===== src/rtl/noc_local_inject_arbiter_pkg.sv =====
// Shared types and constants for the local injection arbiter.
package noc_local_inject_arbiter_pkg;

    localparam int NOC_DATA_WIDTH = 32;
    localparam int NOC_FLIT_WIDTH = NOC_DATA_WIDTH + 2;
    localparam int FLIT_HDR_BIT   = NOC_FLIT_WIDTH - 1;
    localparam int FLIT_TAIL_BIT  = NOC_FLIT_WIDTH - 2;

    // Flit layout: {is_header, is_tail, data}
    typedef logic [NOC_FLIT_WIDTH-1:0] noc_flit_t;

    typedef enum logic [0:0] {
        ST_IDLE   = 1'b0,
        ST_LOCKED = 1'b1
    } arb_state_e;

    // Requester index reached by stepping 'offset' places from 'base', wrapping at n.
    function automatic int rr_index(input int base, input int offset, input int n);
        return (base + offset) % n;
    endfunction

endpackage


===== src/rtl/noc_local_inject_arbiter_if.sv =====
// Handshake bundle between the local flit sources and the router local port.
interface noc_local_inject_arbiter_if
    import noc_local_inject_arbiter_pkg::*;
#(
    parameter int N_REQ  = 4,
    parameter int FLIT_W = NOC_FLIT_WIDTH
) ();

    logic [N_REQ-1:0]             req_valid;
    logic [N_REQ-1:0][FLIT_W-1:0] req_flit;
    logic [N_REQ-1:0]             req_ready;
    logic                         out_valid;
    logic [FLIT_W-1:0]            out_flit;
    logic                         out_ready;

    // Sources and router side
    modport master (
        output req_valid, req_flit, out_ready,
        input  req_ready, out_valid, out_flit
    );

    // Arbiter side
    modport slave (
        input  req_valid, req_flit, out_ready,
        output req_ready, out_valid, out_flit
    );

endinterface


===== src/rtl/noc_local_inject_arbiter_rr.sv =====
// Round-robin picker: first asserted request at or after the pointer.
module noc_rr_arbiter
    import noc_local_inject_arbiter_pkg::*;
#(
    parameter int N = 4,
    localparam int IDX_W = $clog2(N)
) (
    input  logic [N-1:0]     req,
    input  logic [IDX_W-1:0] ptr,
    output logic [N-1:0]     gnt,
    output logic [IDX_W-1:0] idx,
    output logic             any
);

    // Scan requesters starting at the pointer; the first hit wins.
    always_comb begin
        gnt = '0;
        idx = '0;
        any = 1'b0;
        for (int k = 0; k < N; k++) begin
            if (!any && req[rr_index(int'(ptr), k, N)]) begin
                any = 1'b1;
                idx = IDX_W'(rr_index(int'(ptr), k, N));
                gnt[rr_index(int'(ptr), k, N)] = 1'b1;
            end else begin
                any = any;
            end
        end
    end

endmodule


===== src/rtl/noc_local_inject_arbiter.sv =====
// Packet-level round-robin arbiter sharing one router local injection port.
// A source granted on its header owns the port until its tail. Non-owner
// body/tail flits and owner headers during a packet are consumed and dropped.
module noc_local_inject_arbiter
    import noc_local_inject_arbiter_pkg::*;
#(
    parameter int N_REQ  = 4,
    parameter int FLIT_W = NOC_FLIT_WIDTH,
    parameter int CNT_W  = 16,
    localparam int IDX_W = $clog2(N_REQ)
) (
    input  logic                        noc_clk,
    input  logic                        noc_rst,
    noc_local_inject_arbiter_if.slave   bus,
    output logic [IDX_W-1:0]            grant_id,
    output logic                        busy,
    output logic                        drop_pulse,
    output logic [IDX_W-1:0]            drop_id,
    output logic [N_REQ-1:0][CNT_W-1:0] pkt_cnt
);

    arb_state_e                  st_r, st_nxt;
    logic [IDX_W-1:0]            ptr_r, ptr_nxt, grant_id_r, grant_nxt;
    logic                        busy_r, out_valid_r, drop_pulse_r;
    logic [FLIT_W-1:0]           out_flit_r, load_flit_s;
    logic [IDX_W-1:0]            drop_id_r, drop_idx_s, cnt_idx_s, stray_idx_s, arb_idx_s;
    logic [N_REQ-1:0][CNT_W-1:0] pkt_cnt_r;
    logic [N_REQ-1:0]            hdr_s, stray_s, owner_mask_s, ready_s, arb_gnt_s;
    logic                        can_acc_s, arb_any_s, stray_any_s, load_s, cnt_inc_s, drop_s;

    assign can_acc_s    = !out_valid_r || bus.out_ready;
    assign owner_mask_s = (st_r == ST_LOCKED) ? (N_REQ'(1'b1) << grant_id_r) : '0;
    assign stray_s      = bus.req_valid & ~hdr_s & ~owner_mask_s;

    // Valid header flits per source (arbitration candidates).
    always_comb begin
        hdr_s = '0;
        for (int i = 0; i < N_REQ; i++) begin
            hdr_s[i] = bus.req_valid[i] & bus.req_flit[i][FLIT_W-1];
        end
    end

    // Lowest-index stray source.
    always_comb begin
        stray_any_s = 1'b0;
        stray_idx_s = '0;
        for (int i = N_REQ - 1; i >= 0; i--) begin
            if (stray_s[i]) begin
                stray_any_s = 1'b1;
                stray_idx_s = IDX_W'(i);
            end else begin
                stray_any_s = stray_any_s;
            end
        end
    end

    noc_rr_arbiter #(.N(N_REQ)) u_rr (
        .req (hdr_s),
        .ptr (ptr_r),
        .gnt (arb_gnt_s),
        .idx (arb_idx_s),
        .any (arb_any_s)
    );

    // Next state, source accepts, output load, counter bump and drop selection.
    // req_ready is intentionally combinational from out_ready and req_valid.
    always_comb begin
        st_nxt      = st_r;
        ptr_nxt     = ptr_r;
        grant_nxt   = grant_id_r;
        ready_s     = '0;
        load_s      = 1'b0;
        load_flit_s = '0;
        cnt_inc_s   = 1'b0;
        cnt_idx_s   = grant_id_r;
        drop_s      = 1'b0;
        drop_idx_s  = '0;
        case (st_r)
            ST_IDLE: begin
                if (arb_any_s && can_acc_s) begin
                    ready_s     = arb_gnt_s;
                    load_s      = 1'b1;
                    load_flit_s = bus.req_flit[arb_idx_s];
                    grant_nxt   = arb_idx_s;
                    ptr_nxt     = (arb_idx_s == IDX_W'(N_REQ - 1)) ? '0 : arb_idx_s + 1'b1;
                    if (bus.req_flit[arb_idx_s][FLIT_W-2]) begin
                        cnt_inc_s = 1'b1;
                        cnt_idx_s = arb_idx_s;
                    end else begin
                        st_nxt = ST_LOCKED;
                    end
                end else begin
                    st_nxt = ST_IDLE;
                end
            end
            ST_LOCKED: begin
                if (hdr_s[grant_id_r]) begin
                    // Owner restarted mid-packet: swallow the header, keep the lock.
                    ready_s[grant_id_r] = 1'b1;
                    drop_s              = 1'b1;
                    drop_idx_s          = grant_id_r;
                end else if (bus.req_valid[grant_id_r] && can_acc_s) begin
                    ready_s[grant_id_r] = 1'b1;
                    load_s              = 1'b1;
                    load_flit_s         = bus.req_flit[grant_id_r];
                    if (bus.req_flit[grant_id_r][FLIT_W-2]) begin
                        st_nxt    = ST_IDLE;
                        cnt_inc_s = 1'b1;
                    end else begin
                        st_nxt = ST_LOCKED;
                    end
                end else begin
                    st_nxt = ST_LOCKED;
                end
            end
            default: begin
                st_nxt = ST_IDLE;
            end
        endcase
        // A stray waits only when an owner header already took this cycle's drop slot.
        if (!drop_s && stray_any_s) begin
            ready_s[stray_idx_s] = 1'b1;
            drop_s               = 1'b1;
            drop_idx_s           = stray_idx_s;
        end else begin
            drop_s = drop_s;
        end
    end

    // FSM, round-robin pointer, owner and busy flag.
    always_ff @(posedge noc_clk or posedge noc_rst) begin
        if (noc_rst) begin
            st_r       <= ST_IDLE;
            ptr_r      <= '0;
            grant_id_r <= '0;
            busy_r     <= 1'b0;
        end else begin
            st_r       <= st_nxt;
            ptr_r      <= ptr_nxt;
            grant_id_r <= grant_nxt;
            busy_r     <= (st_nxt == ST_LOCKED);
        end
    end

    // Output flit register: load on accept, drain on out_ready, hold on stall.
    always_ff @(posedge noc_clk or posedge noc_rst) begin
        if (noc_rst) begin
            out_valid_r <= 1'b0;
            out_flit_r  <= '0;
        end else if (load_s) begin
            out_valid_r <= 1'b1;
            out_flit_r  <= load_flit_s;
        end else if (bus.out_ready) begin
            out_valid_r <= 1'b0;
        end
    end

    // Drop indication: one-cycle pulse, id held until the next drop.
    always_ff @(posedge noc_clk or posedge noc_rst) begin
        if (noc_rst) begin
            drop_pulse_r <= 1'b0;
            drop_id_r    <= '0;
        end else begin
            drop_pulse_r <= drop_s;
            if (drop_s) begin
                drop_id_r <= drop_idx_s;
            end
        end
    end

    // Saturating completed-packet counters.
    always_ff @(posedge noc_clk or posedge noc_rst) begin
        if (noc_rst) begin
            pkt_cnt_r <= '0;
        end else begin
            for (int i = 0; i < N_REQ; i++) begin
                if (cnt_inc_s && (cnt_idx_s == IDX_W'(i)) && (pkt_cnt_r[i] != '1)) begin
                    pkt_cnt_r[i] <= pkt_cnt_r[i] + 1'b1;
                end
            end
        end
    end

    assign bus.req_ready = ready_s;
    assign bus.out_valid = out_valid_r;
    assign bus.out_flit  = out_flit_r;
    assign grant_id      = grant_id_r;
    assign busy          = busy_r;
    assign drop_pulse    = drop_pulse_r;
    assign drop_id       = drop_id_r;
    assign pkt_cnt       = pkt_cnt_r;

endmodule


===== src/flat_wrapper.sv =====
// flat-port wrapper written by rule: the top's interface ports become plain ports
module noc_local_inject_arbiter_flat import noc_local_inject_arbiter_pkg::*;
#(
    parameter int N_REQ  = 4,
    parameter int FLIT_W = NOC_FLIT_WIDTH,
    parameter int CNT_W  = 16,
    localparam int IDX_W = $clog2(N_REQ)
)
  (noc_clk, noc_rst, grant_id, busy, drop_pulse, drop_id, pkt_cnt, bus_req_valid, bus_req_flit, bus_out_ready, bus_req_ready, bus_out_valid, bus_out_flit);
  noc_local_inject_arbiter_if #(.N_REQ(N_REQ), .FLIT_W(FLIT_W)) bus_i ();
  input  logic noc_clk;
  input  logic noc_rst;
  output logic [IDX_W-1:0] grant_id;
  output logic busy;
  output logic drop_pulse;
  output logic [IDX_W-1:0] drop_id;
  output logic [N_REQ-1:0][CNT_W-1:0] pkt_cnt;
  input wire logic [$bits(bus_i.req_valid)-1:0] bus_req_valid;
  input wire logic [$bits(bus_i.req_flit)-1:0] bus_req_flit;
  input wire logic [$bits(bus_i.out_ready)-1:0] bus_out_ready;
  output wire logic [$bits(bus_i.req_ready)-1:0] bus_req_ready;
  output wire logic [$bits(bus_i.out_valid)-1:0] bus_out_valid;
  output wire logic [$bits(bus_i.out_flit)-1:0] bus_out_flit;
  assign bus_i.req_valid = bus_req_valid;
  assign bus_i.req_flit = bus_req_flit;
  assign bus_i.out_ready = bus_out_ready;
  assign bus_req_ready = bus_i.req_ready;
  assign bus_out_valid = bus_i.out_valid;
  assign bus_out_flit = bus_i.out_flit;
  noc_local_inject_arbiter #(.N_REQ(N_REQ), .FLIT_W(FLIT_W), .CNT_W(CNT_W)) u_core (.noc_clk(noc_clk), .noc_rst(noc_rst), .bus(bus_i), .grant_id(grant_id), .busy(busy), .drop_pulse(drop_pulse), .drop_id(drop_id), .pkt_cnt(pkt_cnt));
endmodule

===== config.mk =====
export PLATFORM = sky130hd
export DESIGN_NAME = noc_local_inject_arbiter_flat
export DESIGN_NICKNAME = d
export VERILOG_FILES = /design/src/rtl/noc_local_inject_arbiter_pkg.sv /design/src/rtl/noc_local_inject_arbiter_if.sv /design/src/rtl/noc_local_inject_arbiter_rr.sv /design/src/rtl/noc_local_inject_arbiter.sv /design/src/flat_wrapper.sv
export SDC_FILE = /design/constraint.sdc
export NUM_CORES = 1
export LEC_CHECK = 0
export ABC_AREA = 1
export CAP_MARGIN = 40
export CORE_ASPECT_RATIO = 1.5
export CORE_UTILIZATION = 40
export DETAILED_ROUTE_END_ITERATION = 10
export HOLD_SLACK_MARGIN = 0.15
export PLACE_DENSITY_LB_ADDON = 0.08
export SETUP_SLACK_MARGIN = 0.05
export SLEW_MARGIN = 20
export SYNTH_ARGS = -nofsm -noshare
export SYNTH_HDL_FRONTEND = slang
export SYNTH_SLANG_ARGS = --single-unit

===== constraint.sdc =====
create_clock -name noc_clk -period 10.1 [get_ports noc_clk]
set_clock_uncertainty 0.2 [all_clocks]
set_input_delay 1.01 -clock noc_clk [delete_from_list [all_inputs] [get_ports noc_clk]]
set_output_delay 1.01 -clock noc_clk [all_outputs]
set_load 0.01 [all_outputs]

Figure 1. Register map, names as in the netlist (run 1).
Bar = 20 microns.
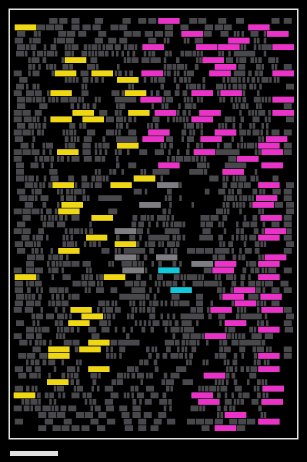
| color | netlist name | sequential cells |
|---|---|---|
| yellow | `u_core.bus.out_flit` | 34 |
| magenta | `u_core.pkt_cnt` | 64 |
| cyan | `u_core.drop_id` | 2 |

Figure 2. Clock nets (run 1).
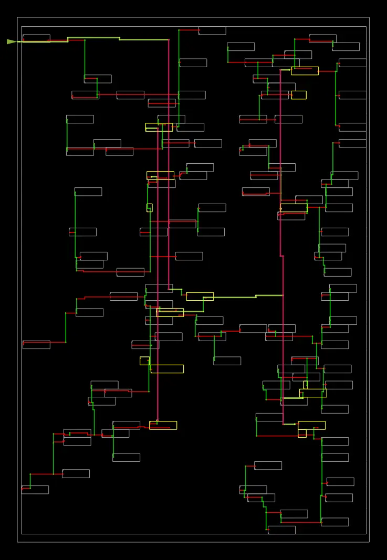
worst-skew pair later-pin latency: 370 ps
# clk buffers: 11

==> CHANGELOG.md, run 1 <==
### Metrics

- CTS Sinks: 107
- Slew margin rel.: 47.2%
- FA/HA/MAJ Cells, Area Fraction: 1.99%
- WP data required: 8890 ps
- Clk buf depth: 2
- Power Dens Cells: 308 nW/um^2
- CP bufs+invs: 3
- Dpl cells: 1656
- Buffers excl. clock: 261
- Simple share: between 30% and 40%
- Synthesized area per cell: 6.89 sq um
- Complex Gates by Area: 13.0%
- Slew Viols, Final: 0
- Standard-cell rows: 63
- Largest net degree at the start of global routing: 70
- Layout Nets: 1563
- Netlist Area Pre-Place: around 8000 sq um
- Hold Path Cell Cnt: 2
- Multiplexer share: 0%
- WS Path Type: in -> out
- Register share after synthesis: around 33%
- Synth cell types: 44
- R2R Setup Slk: 5670 ps
- Status: finished, final reports clean
- Fin crit share: 50.6%
- Reg2reg start: u_core.ptr_r[0]
- Top Ports: approximately 250
- Total number of yosys warnings: 0
- Post-DRT Antenna Nets: 0
- Hold WC Path Type: reg -> reg
- CTS buffer count: 9
- Measured slew at the worst slew-check pin: ~790 ps
- Starting Density: around two fifths
Figure 3. Metal layers overlaid (run 1).
Only two layers are drawn.
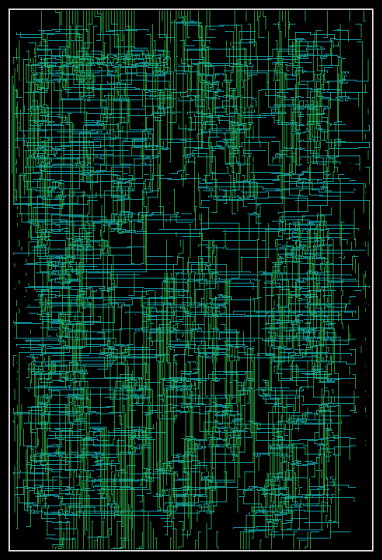
| color | layer | wire length |
|---|---|---|
| green | met2 | 14100 microns |
| cyan | met1 | 10800 microns |

## run 1: power breakdown
group	switching (mW)	total (mW)	internal (mW)
clock	0.169	0.367	0.198
combinational	1.57	2.44	0.870
sequential	0.101	0.651	0.551
total	1.84	3.46	1.62
## run 1: cells by family (layout without fill, tap and decap cells)
kind of cell | Yosys count | count (layout)
fa+ha+maj | 13 | 13
buf+inv | 137 | 360
flops | 107 | 107
simple gates | 725 | 725
compound gates | 150 | 150
xor+xnor | 56 | 56
## run 1: cell usage after synthesis, drive strengths merged
| cell type | number |
|---|---|
| o32ai | 23 |
| o21ai | 46 |
| o211ai | 8 |
| clkinv | 2 |
| nor2 | 132 |
| a31oi | 1 |
| o22ai | 3 |
| dfrtp | 107 |
| nand4 | 26 |
| ha | 13 |
| nand3 | 137 |
| nor3b | 1 |
| nor4 | 6 |
| a22o | 2 |
| a221oi | 5 |
| a21oi | 8 |
| o221ai | 3 |
| xnor2 | 18 |
| or2 | 8 |
| nor3 | 23 |
| nand2 | 391 |
| or3b | 1 |
| a22oi | 42 |
| o2111ai | 9 |
| buf | 23 |
| xor2 | 38 |
| inv | 82 |
| clkbuf | 30 |
## run 1: per-stage QoR
step                area [sq um]  utilization, %
floorplan                   8190               -
global placement           10800            54.3
detailed placement         10900            54.7
CTS                        11200            56.2
global route               11200            56.2
finish                     11200            56.2
## run 1: how the worst max path moves through the flow
stage	startpoint	slack, ps	end	cells after the start
3_5_place_dp	bus_req_valid[2]	4970	bus_req_ready[0]	10
5_1_grt	bus_req_valid[2]	4750	bus_req_ready[0]	10
3_3_place_gp	bus_req_valid[2]	5030	bus_req_ready[2]	10
4_1_cts	bus_req_valid[2]	4960	bus_req_ready[0]	10
6_report	bus_req_valid[2]	4990	bus_req_ready[0]	10
2_1_floorplan	noc_rst	6070	u_core.bus.out_flit[0]	1
## run 1: tightest hold or removal path: stages, from the launching register on
cell     delay (ps)
dfrtp_1         350
nand2_1          50
nand2_1          50
## run 1: per-layer routing
layer,GRT usage (%),vias up,wire length (microns)
li1,-,4416,-
met1,28.8,4178,10800
met2,48.8,310,14100
met3,4.67,47,1730
met4,12.0,0,887
met5,0,-,0
## run 1: cell usage in the layout (no fill, tap or decap), types with 2 or more instances in the layout
| cell | count |
|---|---|
| o2111ai_1 | 9 |
| dfrtp_1 | 107 |
| clkdlybuf4s50_1 | 251 |
| xnor2_1 | 18 |
| nand4_1 | 26 |
| nor4_1 | 6 |
| o21ai_1 | 2 |
| inv_2 | 8 |
| nand3_2 | 9 |
| nand3_1 | 125 |
| a221oi_1 | 5 |
| nand3_4 | 3 |
| o211ai_1 | 8 |
| a22oi_1 | 42 |
| o221ai_1 | 3 |
| nand2_4 | 4 |
| nand2_1 | 381 |
| ha_1 | 13 |
| a21oi_4 | 2 |
| inv_1 | 73 |
| nor2_4 | 5 |
| o21ai_0 | 44 |
| nor3_1 | 22 |
| a21oi_1 | 5 |
| xor2_1 | 38 |
| or2_2 | 8 |
| nor2_1 | 124 |
| buf_4 | 7 |
| clkinv_1 | 2 |
| clkbuf_16 | 9 |
| buf_16 | 3 |
| nor2_2 | 2 |
| o32ai_1 | 23 |
| o22ai_1 | 3 |
| a22o_1 | 2 |
| nand2_2 | 6 |
Figure 4. Pin placement (run 1).
Pins as bars across the die edge, other pins in gray.
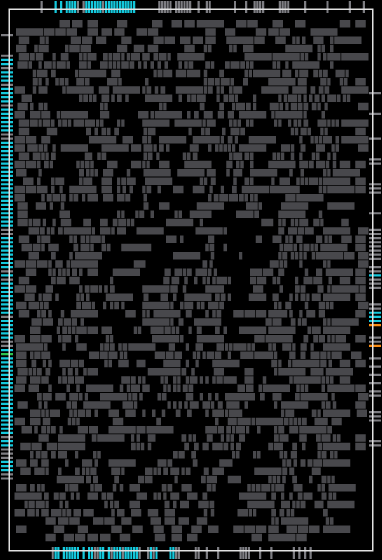

## Run 2: what changed since run 1
==> constraint.sdc (replaced) <==
create_clock -name noc_clk -period 5.2 [get_ports noc_clk]
set_clock_uncertainty 0.2 [all_clocks]
set_input_delay 0.52 -clock noc_clk [delete_from_list [all_inputs] [get_ports noc_clk]]
set_output_delay 0.52 -clock noc_clk [all_outputs]
set_load 0.01 [all_outputs]
Figure 5. Pin placement (run 2).
Pins as bars across the die edge, other pins in gray.
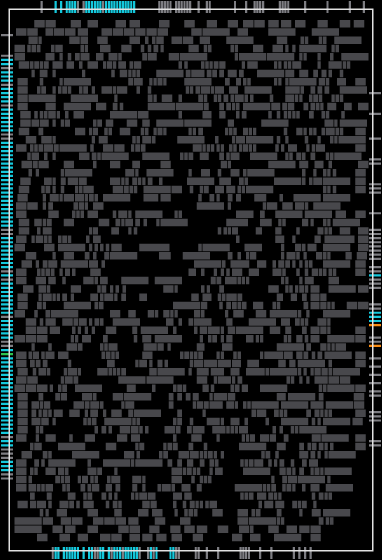
| color | port | pins | direction | edge |
|---|---|---|---|---|
| orange | `drop_id` | 2 | output | right |
| green | `busy` | 1 | output | left |
| cyan | `bus_req_flit` | 136 | input | 83 left, 26 bottom, 23 top, 4 right |

Figure 6. Clock nets (run 2).
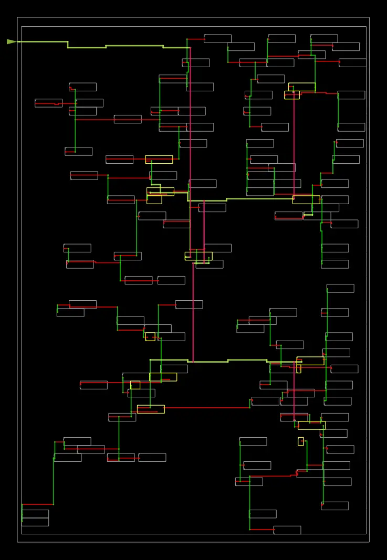
Flops: 107
CTS buffer count: 9
CTS Sinks: 107
P_clk: 0.674 mW
worst-skew pair later-pin latency: 360 ps

==> run 2 against run 1 <==
Effect of this change:
- die area unchanged
- clock-buffer cell count increased by 1
- critical path type is now reg -> out
- register-to-register slack got worse by 4500 ps
- sequential share of layout area about the same
- routed wire length decreased by 0.63%
- critical endpoint unchanged
- flip-flop count unchanged
- largest power group unchanged
- largest cell class unchanged
==> CHANGELOG.md, run 2 <==
### Metrics

- Status: finished, final reports clean
- Dpl cells: 1659
- Yosys top cell by instances: nand2_1
- Max Used Layer: met4
- WP data required: ~4500 ps
- Register share after synthesis: 32.7%
- Netlist Area Pre-Place: 8190 sq um
- Hold WC Path Type: reg -> reg
- Combinational power share: between 70% and 80%
- # Cells Yosys: 1188
- Sequential cell fraction of total power: 19.0%
- ANT cells: 0
- Post-DRT Antenna Nets: 0
- Top Ports: 252
- WS Path Type: reg -> out
- Clock Power Share: 10.1%
- Synth top cells by count: nand2_1, nand3_1, nor2_1
- Wire length on met3: 1.94 mm
- Switch Pwr: 3.56 mW
- Switching Share: 53.6%
- Commonest Layout Cell: nand2_1
- Wl on met1: 10.6 mm
- Fin area: 11200 sq um
- Layout Nets: 1566
- Met2 WL: 14.0 mm
- Starting Density: 41.0%
- CTS tree: built
- Fill cell count: ~2000
- Clk buf depth: 2
- Synth cell types: 44
- Final core utilization: a little under three fifths
- Tool warnings: 33
- Synthesized area per cell: 6.89 sq um
- Slew margin rel.: 48.6%
- Core area: about 20000 sq um
- Int Pwr: 3.09 mW
- Post-synth EDFFs: 0
- Measured slew at the worst slew-check pin: between 700 and 800 ps
- CP bufs+invs: 4
- Commonest non-fill, non-tap cells in the layout: nand2_1, clkdlybuf4s50_1, nand3_1
- Main synth FF type: dfrtp_1
- Placed Area: around 11000 sq um
- Ys async rst share: 100%
- Power Dens Cells: 594 nW/um^2
- All-Layer GR Usage: 26.7%
- Largest net degree at the start of global routing: 68
- Dpl hpwl: 19.9 mm
- Total number of yosys warnings: 0
- Slew Viols, Final: 0
[run 2: cell counts after synthesis]
No cell type changed its count.
[run 2: logic make-up after synthesis]
logic type / Yosys count / synth area share (%)
AND-OR/OR-AND: 150 / 13.0
XOR/XNOR: 56 / 5.99
adder cells (fa/ha/maj): 13 / 1.99
buffers and inverters: 137 / 7.03
flip-flops: 107 / 32.7
AND/OR/NAND/NOR: 725 / 39.3
[run 2: routing by layer]
layer	GRT usage [%]	vias to the layer above
li1	-	4423
met1	30.3	4211
met2	48.0	310
met3	6.35	48
met4	10.2	0
met5	0	-
[run 2: path summary, 6_finish.rpt]
kind                            slack (ps)                 endpoint  cells after the start                    start
worst max-delay path                   800         bus_req_ready[0]                     11          u_core.ptr_r[0]
worst min-delay path                   290  u_core.bus.out_flit[32]                      2  u_core.bus.out_flit[32]
worst max register to register        1150   u_core.bus.out_flit[0]                     15          u_core.ptr_r[0]
worst min register to register         290  u_core.bus.out_flit[32]                      2  u_core.bus.out_flit[32]
max in group asynchronous             3400       u_core.pkt_cnt[13]                      4                  noc_rst
min in group asynchronous              330       u_core.pkt_cnt[54]                      2                  noc_rst
[run 2: cell type report]
| cell class | instances | area (sq um) | share of cell area (%) |
|---|---|---|---|
| Clock buffer | 12 | 256 | 2.29 |
| Clock inverter | 3 | 22.5 | 0.201 |
| Inverter | 84 | 318 | 2.84 |
| Multi-Input combinational cell | 944 | 4950 | 44.2 |
| Sequential cell | 107 | 2680 | 23.9 |
| Tap cell | 260 | 325 | 2.91 |
| Timing Repair Buffer | 264 | 2650 | 23.7 |
[run 2: worst min-delay path, cell delays in order, from the launching register on]
cell and delay [ps]:
dfrtp_1 350, nand2_1 50, nand2_1 60
[run 2: stage by stage]
step           power [mW]  setup WS (ps)  hold slack [ps]
2_1_floorplan        4.47           1660              309
3_3_place_gp         5.90           1100              271
3_5_place_dp         5.98           1020              278
4_1_cts              6.68            775              302
5_1_grt              7.27            482              322
6_report             6.65            802              292
[run 2: power by group through the flow]
stage / logic, mW / registers [mW] / clock network, mW
2_1_floorplan: 3.15 / 1.32 / 0
3_3_place_gp: 4.63 / 1.27 / 0
3_5_place_dp: 4.71 / 1.27 / 0
4_1_cts: 4.73 / 1.26 / 0.693
5_1_grt: 5.25 / 1.29 / 0.727
6_report: 4.72 / 1.26 / 0.674
Figure 7. Register map, names as in the netlist (run 2).
Bar = 20 microns.
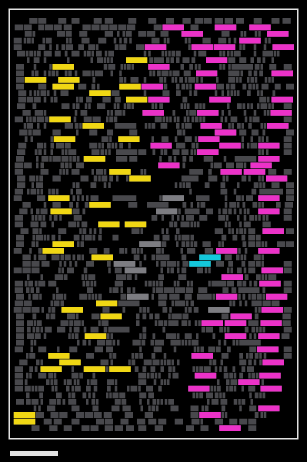

## Run 3: what changed since run 2
==> constraint.sdc (replaced) <==
create_clock -name noc_clk -period 3.6 [get_ports noc_clk]
set_clock_uncertainty 0.2 [all_clocks]
set_input_delay 0.36 -clock noc_clk [delete_from_list [all_inputs] [get_ports noc_clk]]
set_output_delay 0.36 -clock noc_clk [all_outputs]
set_load 0.01 [all_outputs]
Figure 8. Register map, names as in the netlist (run 3).
Bar = 20 microns.
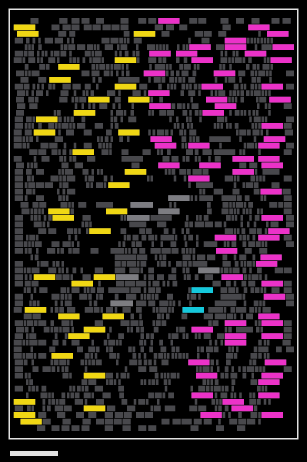
| color | netlist name | sequential cells |
|---|---|---|
| cyan | `u_core.drop_id` | 2 |
| yellow | `u_core.bus.out_flit` | 34 |
| magenta | `u_core.pkt_cnt` | 64 |

==> run 3 against run 2 <==
Effect of this change:
- critical endpoint is now bus_req_ready[3]
- flip-flop count did not move
- largest cell class unchanged
- routed wire length shrank 0.49%
- die area is the same
- sequential share of layout area fell by 0.25 points
==> CHANGELOG.md, run 3 <==
### Metrics

- RR Endpoint: u_core.pkt_cnt[46]
- Clk buf depth: 2
- Slew Viols, Final: 0
- Multiplexer share: 0%
- Layout Nets: 1579
- Complex Gates by Area: 13.0%
- WS Path Type: reg -> out
- Combinational power share: ~72%
- Worst setup path start: u_core.grant_id[0]
- Yosys top cell by instances: nand2_1
- Switching Share: approximately 53%
- Slew margin rel.: approximately 54%
- Post-DRT Antenna Nets: 0
- Largest logic family: simple AND/OR/NAND/NOR gates
- R2R Setup Slk: between 400 and 500 ps
- Switch Pwr: 5.21 mW
- Status: finished, final reports clean
- Synth top cells by count: nand2_1, nand3_1, nor2_1
- Dpl hpwl: 19.9 mm
- All-Layer GR Usage: 26.1%
- Standard-cell rows: 63
- Critical Path Sink: bus_req_ready[3]
- Core area: 19900 sq um
- CTS buffer count: 9
- CTS tree: built
- Netlist Area Pre-Place: 8190 sq um
- # Cells Yosys: 1188
- Total number of yosys warnings: 0
- Commonest Layout Cell: nand2_1
- Synth cell types: between 40 and 50
- R2R cell count: 19
- Fin Hold WS: 264 ps
- Simple share: about two fifths
- Hold WC Path Type: in -> async
- Worst-skew pair later-pin latency: 360 ps
Figure 9. Metal layers overlaid (run 3).
Only two layers are drawn.
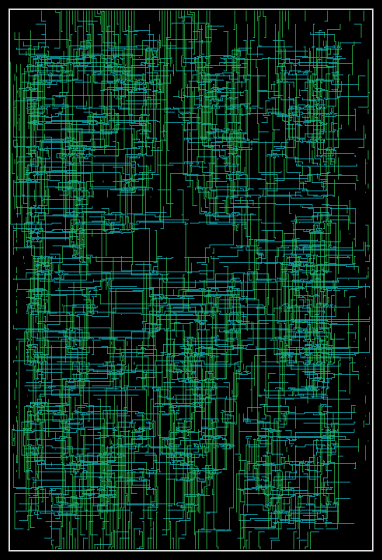
| color | layer | wire length |
|---|---|---|
| cyan | met1 | 10800 microns |
| green | met2 | 14000 microns |

## run 3: cell counts after synthesis
No cell type changed its count.
## run 3: worst min path at each step
stage | end | slack (ps) | depth (start not counted) | from
after detailed placement | u_core.bus.out_flit[33] | 280 | 2 | u_core.bus.out_flit[33]
after global placement | u_core.bus.out_flit[33] | 270 | 2 | u_core.bus.out_flit[33]
after global routing | u_core.bus.out_flit[26] | 320 | 2 | u_core.bus.out_flit[26]
after floorplan | u_core.bus.out_flit[33] | 310 | 2 | u_core.bus.out_flit[33]
after CTS | u_core.drop_id[1] | 290 | 2 | noc_rst
final | u_core.drop_id[1] | 260 | 2 | noc_rst
## run 3: power by group through the flow
stage	logic, mW	registers, mW	clock network (mW)
2_1_floorplan	4.55	1.91	0
3_3_place_gp	6.91	1.84	0
3_5_place_dp	6.97	1.83	0
4_1_cts	7.00	1.82	1.02
5_1_grt	7.77	1.86	1.07
6_report	7.04	1.82	0.994
## run 3: cell type report
cell class,instances,area (sq um)
inverters,84,318
multi-input cells,944,4950
well taps,260,325
repair buffers,277,2760
fillers,1933,8610
clock inverters,5,50.0
flip-flops and latches,107,2680
clock buffers,11,243
## run 3: stage by stage
step | utilization (%) | setup WS, ps | std cells | cell area, sq um | power [mW]
6_report | 56.8 | 243 | 1688 | 11300 | 9.86
3_3_place_gp | 55.1 | 265 | 1669 | 11000 | 8.74
3_5_place_dp | 55.1 | 229 | 1669 | 11000 | 8.80
2_1_floorplan | - | 223 | 1188 | 8190 | 6.46
5_1_grt | 56.8 | 51.4 | 1688 | 11300 | 10.7
4_1_cts | 56.6 | 55.8 | 1685 | 11300 | 9.84
## run 3: what timing repair did
action / 4_1_cts / 5_1_grt
gates resized: 1 / 7
setup endpoints to repair: 2 / 38
pin swaps: 0 / 1
setup buffers: 0 / 3
## run 3: cell families (layout without fill, tap and decap cells)
kind of cell | Yosys count | in the layout
buffers and inverters | 137 | 377
xor gates and xnor gates | 56 | 56
DFF | 107 | 107
adders and majority gates | 13 | 13
and+or+nand+nor | 725 | 725
AOI/OAI and AO/OA | 150 | 150
## run 3: routing by layer
metal	GRT usage [%]	wire length, microns	share of wire [%]
met2	47.6	14000	51
met4	9.81	807	3.0
met1	29.5	10800	40
met5	0	0	0
met3	5.77	1620	6.0
## run 3: worst max-delay path, cell delays in order, from the launching register on
cell             delay (ps)
dfrtp_2                 490
nand2_1                 210
clkinv_1                140
a22o_1                  220
o21ai_1                 420
nand2_1                 210
nand2_1                  90
o221ai_1                130
clkdlybuf4s50_1         520
No activity file was given, so power comes from the tool's default toggle rates.
